File: src/rtl/mips_multicycle_ctrl_if.sv
// Control bus between the multicycle MIPS main controller and its datapath.
// Optional macro: MIPS_MC_CTRL_MEM_WAIT_EN adds the mem_ready handshake input.
interface mips_multicycle_ctrl_if;
   logic [5:0] opcode;
   logic       zero;
`ifdef MIPS_MC_CTRL_MEM_WAIT_EN
   logic       mem_ready;
`endif
   logic       PCEn;
   logic [1:0] PCSrc;
   logic       IorD;
   logic       MemRead;
   logic       MemWrite;
   logic       IRWrite;
   logic       RegDst;
   logic       MemtoReg;
   logic       RegWrite;
   logic       ALUSrcA;
   logic [1:0] ALUSrcB;
   logic [1:0] ALUOp;
   logic [3:0] state;
   logic       instr_done;
   logic       illegal_op;

   // Controller side
   modport master (
`ifdef MIPS_MC_CTRL_MEM_WAIT_EN
      input  mem_ready,
`endif
      input  opcode, zero,
      output PCEn, PCSrc, IorD, MemRead, MemWrite, IRWrite, RegDst,
             MemtoReg, RegWrite, ALUSrcA, ALUSrcB, ALUOp, state,
             instr_done, illegal_op
   );

   // Datapath side
   modport slave (
`ifdef MIPS_MC_CTRL_MEM_WAIT_EN
      output mem_ready,
`endif
      output opcode, zero,
      input  PCEn, PCSrc, IorD, MemRead, MemWrite, IRWrite, RegDst,
             MemtoReg, RegWrite, ALUSrcA, ALUSrcB, ALUOp, state,
             instr_done, illegal_op
   );
endinterface

File: src/rtl/mips_multicycle_ctrl.sv
// Moore-style main controller for a multicycle MIPS datapath.
// Optional macro: MIPS_MC_CTRL_MEM_WAIT_EN makes FETCH, MEMRD and MEMWR wait
// for mem_ready; without it memory is treated as single-cycle.
module mips_multicycle_ctrl #(
   parameter logic [5:0] OP_RTYPE = 6'b000000,
   parameter logic [5:0] OP_LW    = 6'b100011,
   parameter logic [5:0] OP_SW    = 6'b101011,
   parameter logic [5:0] OP_BEQ   = 6'b000100,
   parameter logic [5:0] OP_ADDI  = 6'b001000,
   parameter logic [5:0] OP_J     = 6'b000010
) (
   input  logic                   clk,
   input  logic                   rst,
   mips_multicycle_ctrl_if.master bus
);

   typedef enum logic [3:0] {
      FETCH   = 4'd0,
      DECODE  = 4'd1,
      MEMADR  = 4'd2,
      MEMRD   = 4'd3,
      MEMWB   = 4'd4,
      MEMWR   = 4'd5,
      EXECUTE = 4'd6,
      ALUWB   = 4'd7,
      BRANCH  = 4'd8,
      ADDIEX  = 4'd9,
      ADDIWB  = 4'd10,
      JUMP    = 4'd11
   } state_t;

   state_t     state_q, state_d;
   logic       mem_rdy;

   logic       pc_en, iord, mem_read, mem_write, ir_write;
   logic       reg_dst, mem_to_reg, reg_write, alu_src_a;
   logic       instr_done, illegal_op;
   logic [1:0] pc_src, alu_src_b, alu_op;
   logic [3:0] state_o;

`ifdef MIPS_MC_CTRL_MEM_WAIT_EN
   assign mem_rdy = bus.mem_ready;
`else
   assign mem_rdy = 1'b1;
`endif

   // State register with synchronous reset to FETCH
   always_ff @(posedge clk) begin
      if (rst) state_q <= FETCH;
      else     state_q <= state_d;
   end

   // Next-state and control decode; reset blanks every output
   always_comb begin
      state_d    = FETCH;
      pc_en      = 1'b0;
      pc_src     = 2'b00;
      iord       = 1'b0;
      mem_read   = 1'b0;
      mem_write  = 1'b0;
      ir_write   = 1'b0;
      reg_dst    = 1'b0;
      mem_to_reg = 1'b0;
      reg_write  = 1'b0;
      alu_src_a  = 1'b0;
      alu_src_b  = 2'b00;
      alu_op     = 2'b00;
      instr_done = 1'b0;
      illegal_op = 1'b0;
      state_o    = state_q;

      case (state_q)
         FETCH: begin
            mem_read  = 1'b1;
            ir_write  = mem_rdy;
            alu_src_b = 2'b01;
            pc_en     = mem_rdy;
            state_d   = mem_rdy ? DECODE : FETCH;
         end
         DECODE: begin
            alu_src_b = 2'b11;
            case (bus.opcode)
               OP_LW, OP_SW: state_d = MEMADR;
               OP_RTYPE:     state_d = EXECUTE;
               OP_BEQ:       state_d = BRANCH;
               OP_ADDI:      state_d = ADDIEX;
               OP_J:         state_d = JUMP;
               default: begin
                  illegal_op = 1'b1;
                  instr_done = 1'b1;
                  state_d    = FETCH;
               end
            endcase
         end
         MEMADR: begin
            alu_src_a = 1'b1;
            alu_src_b = 2'b10;
            state_d   = (bus.opcode == OP_SW) ? MEMWR : MEMRD;
         end
         MEMRD: begin
            mem_read = 1'b1;
            iord     = 1'b1;
            state_d  = mem_rdy ? MEMWB : MEMRD;
         end
         MEMWB: begin
            reg_write  = 1'b1;
            mem_to_reg = 1'b1;
            instr_done = 1'b1;
         end
         MEMWR: begin
            mem_write  = 1'b1;
            iord       = 1'b1;
            instr_done = mem_rdy;
            state_d    = mem_rdy ? FETCH : MEMWR;
         end
         EXECUTE: begin
            alu_src_a = 1'b1;
            alu_op    = 2'b10;
            state_d   = ALUWB;
         end
         ALUWB: begin
            reg_write  = 1'b1;
            reg_dst    = 1'b1;
            instr_done = 1'b1;
         end
         BRANCH: begin
            alu_src_a  = 1'b1;
            alu_op     = 2'b01;
            pc_src     = 2'b01;
            pc_en      = bus.zero;
            instr_done = 1'b1;
         end
         ADDIEX: begin
            alu_src_a = 1'b1;
            alu_src_b = 2'b10;
            state_d   = ADDIWB;
         end
         ADDIWB: begin
            reg_write  = 1'b1;
            instr_done = 1'b1;
         end
         JUMP: begin
            pc_src     = 2'b10;
            pc_en      = 1'b1;
            instr_done = 1'b1;
         end
         default: state_d = FETCH;
      endcase

      if (rst) begin
         pc_en      = 1'b0;
         pc_src     = 2'b00;
         iord       = 1'b0;
         mem_read   = 1'b0;
         mem_write  = 1'b0;
         ir_write   = 1'b0;
         reg_dst    = 1'b0;
         mem_to_reg = 1'b0;
         reg_write  = 1'b0;
         alu_src_a  = 1'b0;
         alu_src_b  = 2'b00;
         alu_op     = 2'b00;
         instr_done = 1'b0;
         illegal_op = 1'b0;
         state_o    = 4'd0;
      end
   end

   assign bus.PCEn       = pc_en;
   assign bus.PCSrc      = pc_src;
   assign bus.IorD       = iord;
   assign bus.MemRead    = mem_read;
   assign bus.MemWrite   = mem_write;
   assign bus.IRWrite    = ir_write;
   assign bus.RegDst     = reg_dst;
   assign bus.MemtoReg   = mem_to_reg;
   assign bus.RegWrite   = reg_write;
   assign bus.ALUSrcA    = alu_src_a;
   assign bus.ALUSrcB    = alu_src_b;
   assign bus.ALUOp      = alu_op;
   assign bus.state      = state_o;
   assign bus.instr_done = instr_done;
   assign bus.illegal_op = illegal_op;

endmodule

File: src/flat_wrapper.sv
// flat-port wrapper written by rule: the top's interface ports become plain ports
module mips_multicycle_ctrl_flat 
#(
   parameter logic [5:0] OP_RTYPE = 6'b000000,
   parameter logic [5:0] OP_LW    = 6'b100011,
   parameter logic [5:0] OP_SW    = 6'b101011,
   parameter logic [5:0] OP_BEQ   = 6'b000100,
   parameter logic [5:0] OP_ADDI  = 6'b001000,
   parameter logic [5:0] OP_J     = 6'b000010
)
  (clk, rst, bus_opcode, bus_zero, bus_PCEn, bus_PCSrc, bus_IorD, bus_MemRead, bus_MemWrite, bus_IRWrite, bus_RegDst, bus_MemtoReg, bus_RegWrite, bus_ALUSrcA, bus_ALUSrcB, bus_ALUOp, bus_state, bus_instr_done, bus_illegal_op);
  mips_multicycle_ctrl_if bus_i ();
  input  logic clk;
  input  logic rst;
  input wire logic [$bits(bus_i.opcode)-1:0] bus_opcode;
  input wire logic [$bits(bus_i.zero)-1:0] bus_zero;
  output wire logic [$bits(bus_i.PCEn)-1:0] bus_PCEn;
  output wire logic [$bits(bus_i.PCSrc)-1:0] bus_PCSrc;
  output wire logic [$bits(bus_i.IorD)-1:0] bus_IorD;
  output wire logic [$bits(bus_i.MemRead)-1:0] bus_MemRead;
  output wire logic [$bits(bus_i.MemWrite)-1:0] bus_MemWrite;
  output wire logic [$bits(bus_i.IRWrite)-1:0] bus_IRWrite;
  output wire logic [$bits(bus_i.RegDst)-1:0] bus_RegDst;
  output wire logic [$bits(bus_i.MemtoReg)-1:0] bus_MemtoReg;
  output wire logic [$bits(bus_i.RegWrite)-1:0] bus_RegWrite;
  output wire logic [$bits(bus_i.ALUSrcA)-1:0] bus_ALUSrcA;
  output wire logic [$bits(bus_i.ALUSrcB)-1:0] bus_ALUSrcB;
  output wire logic [$bits(bus_i.ALUOp)-1:0] bus_ALUOp;
  output wire logic [$bits(bus_i.state)-1:0] bus_state;
  output wire logic [$bits(bus_i.instr_done)-1:0] bus_instr_done;
  output wire logic [$bits(bus_i.illegal_op)-1:0] bus_illegal_op;
  assign bus_i.opcode = bus_opcode;
  assign bus_i.zero = bus_zero;
  assign bus_PCEn = bus_i.PCEn;
  assign bus_PCSrc = bus_i.PCSrc;
  assign bus_IorD = bus_i.IorD;
  assign bus_MemRead = bus_i.MemRead;
  assign bus_MemWrite = bus_i.MemWrite;
  assign bus_IRWrite = bus_i.IRWrite;
  assign bus_RegDst = bus_i.RegDst;
  assign bus_MemtoReg = bus_i.MemtoReg;
  assign bus_RegWrite = bus_i.RegWrite;
  assign bus_ALUSrcA = bus_i.ALUSrcA;
  assign bus_ALUSrcB = bus_i.ALUSrcB;
  assign bus_ALUOp = bus_i.ALUOp;
  assign bus_state = bus_i.state;
  assign bus_instr_done = bus_i.instr_done;
  assign bus_illegal_op = bus_i.illegal_op;
  mips_multicycle_ctrl #(.OP_RTYPE(OP_RTYPE), .OP_LW(OP_LW), .OP_SW(OP_SW), .OP_BEQ(OP_BEQ), .OP_ADDI(OP_ADDI), .OP_J(OP_J)) u_core (.clk(clk), .rst(rst), .bus(bus_i));
endmodule
File: config.mk
export PLATFORM = sky130hd
export DESIGN_NAME = mips_multicycle_ctrl_flat
export DESIGN_NICKNAME = d
export VERILOG_FILES = /design/src/rtl/mips_multicycle_ctrl_if.sv /design/src/rtl/mips_multicycle_ctrl.sv /design/src/flat_wrapper.sv
export SDC_FILE = /design/constraint.sdc
export NUM_CORES = 1
export LEC_CHECK = 0
export CELL_PAD_IN_SITES_DETAIL_PLACEMENT = 1
export CELL_PAD_IN_SITES_GLOBAL_PLACEMENT = 1
export CORE_UTILIZATION = 26
export CTS_CLUSTER_DIAMETER = 200
export DETAILED_ROUTE_END_ITERATION = 6
export PLACE_DENSITY_LB_ADDON = 0.1
export SLEW_MARGIN = 20
export SYNTH_ARGS = -nofsm -noshare
export SYNTH_HDL_FRONTEND = slang
export SYNTH_SLANG_ARGS = --single-unit
File: constraint.sdc
create_clock -name clk -period 2.9 [get_ports clk]
set_input_delay 0.87 -clock clk [delete_from_list [all_inputs] [get_ports clk]]
set_output_delay 0.87 -clock clk [all_outputs]
set_load 0.01 [all_outputs]
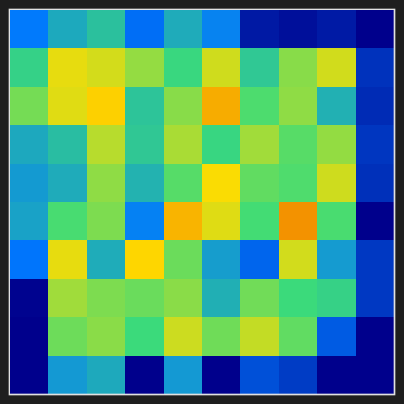
Figure 1: cell density map.
(8 px per um) The die is cut into 10 by 10 equal tiles; dark blue is low, red is high, 0 to 100% covered.
nearly empty tiles: 10%
tiles over 75% full: 5.0%
mean over tiles: 42%
fullest tile: 83%
emptiest ninth of the die: bottom right
Core Region: 0.00198 mm^2
Finished Core Util: 0.509

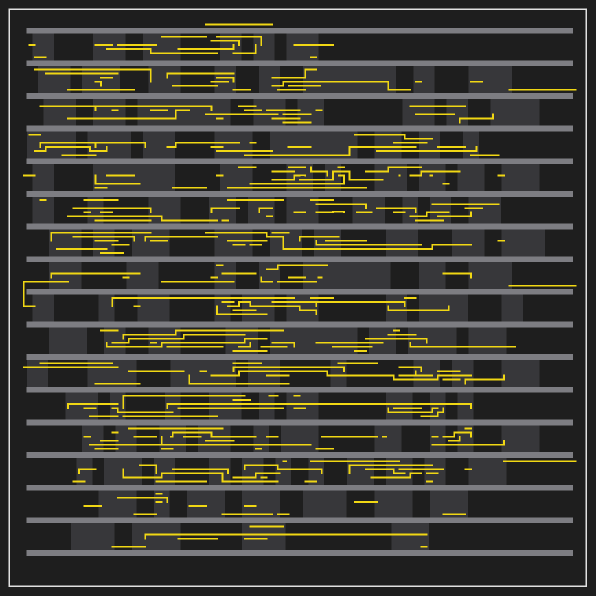
Figure 2: signal wires on met1.
(12 px per um) Supply wires on this layer in grey. Cells faint in the background.
wire length on this layer: 986 um
main direction: horizontal
nets with wire on the layer: 122
share of all routed wire: 43%
longest straight run: 25.3 um
drt total wl: 2.30 mm
met1 usage: 0.228
Vias: 802

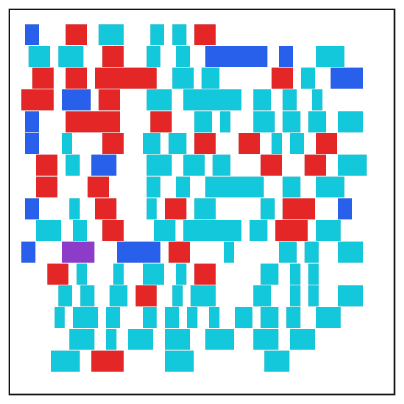
Figure 3: sizing map.
(8 px per um)
| size | colour | cells |
|---|---|---|
| drive 3 to 4 | red | 30 |
| drive 6 and up | purple | 1 |
| drive 1 or less | cyan | 88 |
| drive 2 | blue | 12 |
P&R area growth vs syn: 83.6%
final worst slack: 0.00727 ns
final instance area: 0.00101 mm^2
Signal buffers: 49

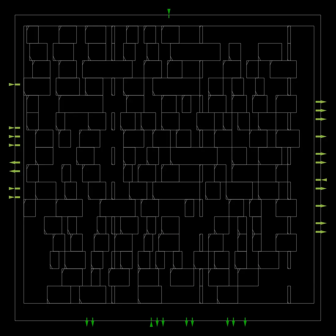
Figure 4: cell placement.
# rows: 16
Fillers: 262

==> run notes <==
yosys + openroad results -> status=finished, final reports clean, crit path launch type=primary input, Netlist Area Pre-Place=549 um^2, crit path launch=bus_opcode[3], worst-skew pair later-pin latency=0.24 ns, Hold Startpoint=u_core.state_q[1]$_SDFF_PP0_, P_comb=94.4 uW, die height=approximately 48 um, RR Startpoint=u_core.state_q[0]$_SDFF_PP0_, Die W=48.0 um, Crit Path Category=in2out, registers=4, wire length on met1=985 um, worst path arrival time=2.02 ns, Crit path required time=around 2.0 ns, All-Layer GR Usage=0.199, highest routed layer=met4, clk slew on worst S/H paths=0.04 ns, vias in the first global route=between 700 and 800, placed cells=152, number of non-clock inverters in the layout=2, CTS tree=done, Post-Syn Nets=between 90 and 100, root buf cell=clkbuf_4, Die Size=0.00230 mm^2, power per cell area=224 mW/mm^2, most numerous logic cell after layout=buf_4, TritonCTS buffer count=3, total of max-cap violations=0, Setup Slack @ Placement=-0.646 ns, largest net degree at the start of global routing=16, Via density=5.08, DR WL/cell=between 10 and 15 um, register area=about 80 um^2, WL met2=1.23 mm, Syn Area/Cell=6.39 um^2, sequential share of power=0.268, Pwr top=combinational cells, internal power=around 150 uW, crit-path leading delay family=AND-OR/OR-AND gates, clk sinks=4, largest class=multi-input combinational cells, Mapped Cells=86, nets=142, number of flip-flops under the largest register name=4, critical path, cell by cell=clkbuf_4, xor2_1, o211ai_1, and3_4, buf_4, o21bai_4, buf_6, slowest library cell on the worst path=o211ai_1, GP Congestion=between 0.7 and 0.8, Non-Filler Instances=158, Setup-failing EPs final=0, Yosys Warn Count=0, CP max FO=4, Chip Area, Yosys=approximately 550 um^2, Pre-Place Util=0.277, clk pwr=just over 70 uW, worst clock skew=0.000956 ns, largest cells by area after synthesis=dfxtp_1, nor2_1, nor3_1, OpenROAD warning count=28, Slew headroom=0.800, clock period minus worst slack=2.89 ns, fin. max-slew vios=0, # IOs=30, Hold Path Class=reg2reg, largest area contributor in the netlist=dfxtp_1, Top cells excl fill/tap=buf_4, nor2_1, dlygate4sd2_1, clk buf depth=2, Peak VDD IR=114 uV, Max-area cell share=0.146, Worst Path Buf+Inv=3, busiest grt layer=met2, maximum clock frequency=346 MHz, largest registers=u_core.state_q: 4 flops, synth cell count leaders=nor2_1, nor3_1, nand2b_1, FFs w/ async S/R, synth=0, # Cells Yosys=86, number of antenna-violating nets in the routed design=0, H-tree levels=1, ys flop type=dfxtp_1, first-pass GRT wire length=around 3.2 mm, Leakage=0.457 nW, GRT met3 Usage=0
## cell families (layout without fill, tap and decap cells)
group           count (synthesis)  in the layout  share of synthesized area
xor+xnor                        4              4                     0.0638
buf+inv                         9             54                     0.0866
flops                           4              4                      0.146
simple gates                   52             52                      0.487
compound gates                 17             17                      0.216
## final timing paths
| check | slack, ns | to | cells after the start |
|---|---|---|---|
| hold / removal | 0.63 | u_core.state_q[2]$_SDFF_PP0_ | 2 |
| hold reg to reg | 0.63 | u_core.state_q[2]$_SDFF_PP0_ | 2 |
| setup / recovery | 0.007 | bus_instr_done | 7 |
| setup reg to reg | 1.42 | u_core.state_q[1]$_SDFF_PP0_ | 6 |
## what timing repair did
action | CTS | global route
endpoints found under the setup margin | 21 | 2
pin swaps | 6 | 5
setup buffers | 2 | 1
gates resized | 50 | 15
hold buffers | 0 | 0
Power and IR drop assume default switching activity.
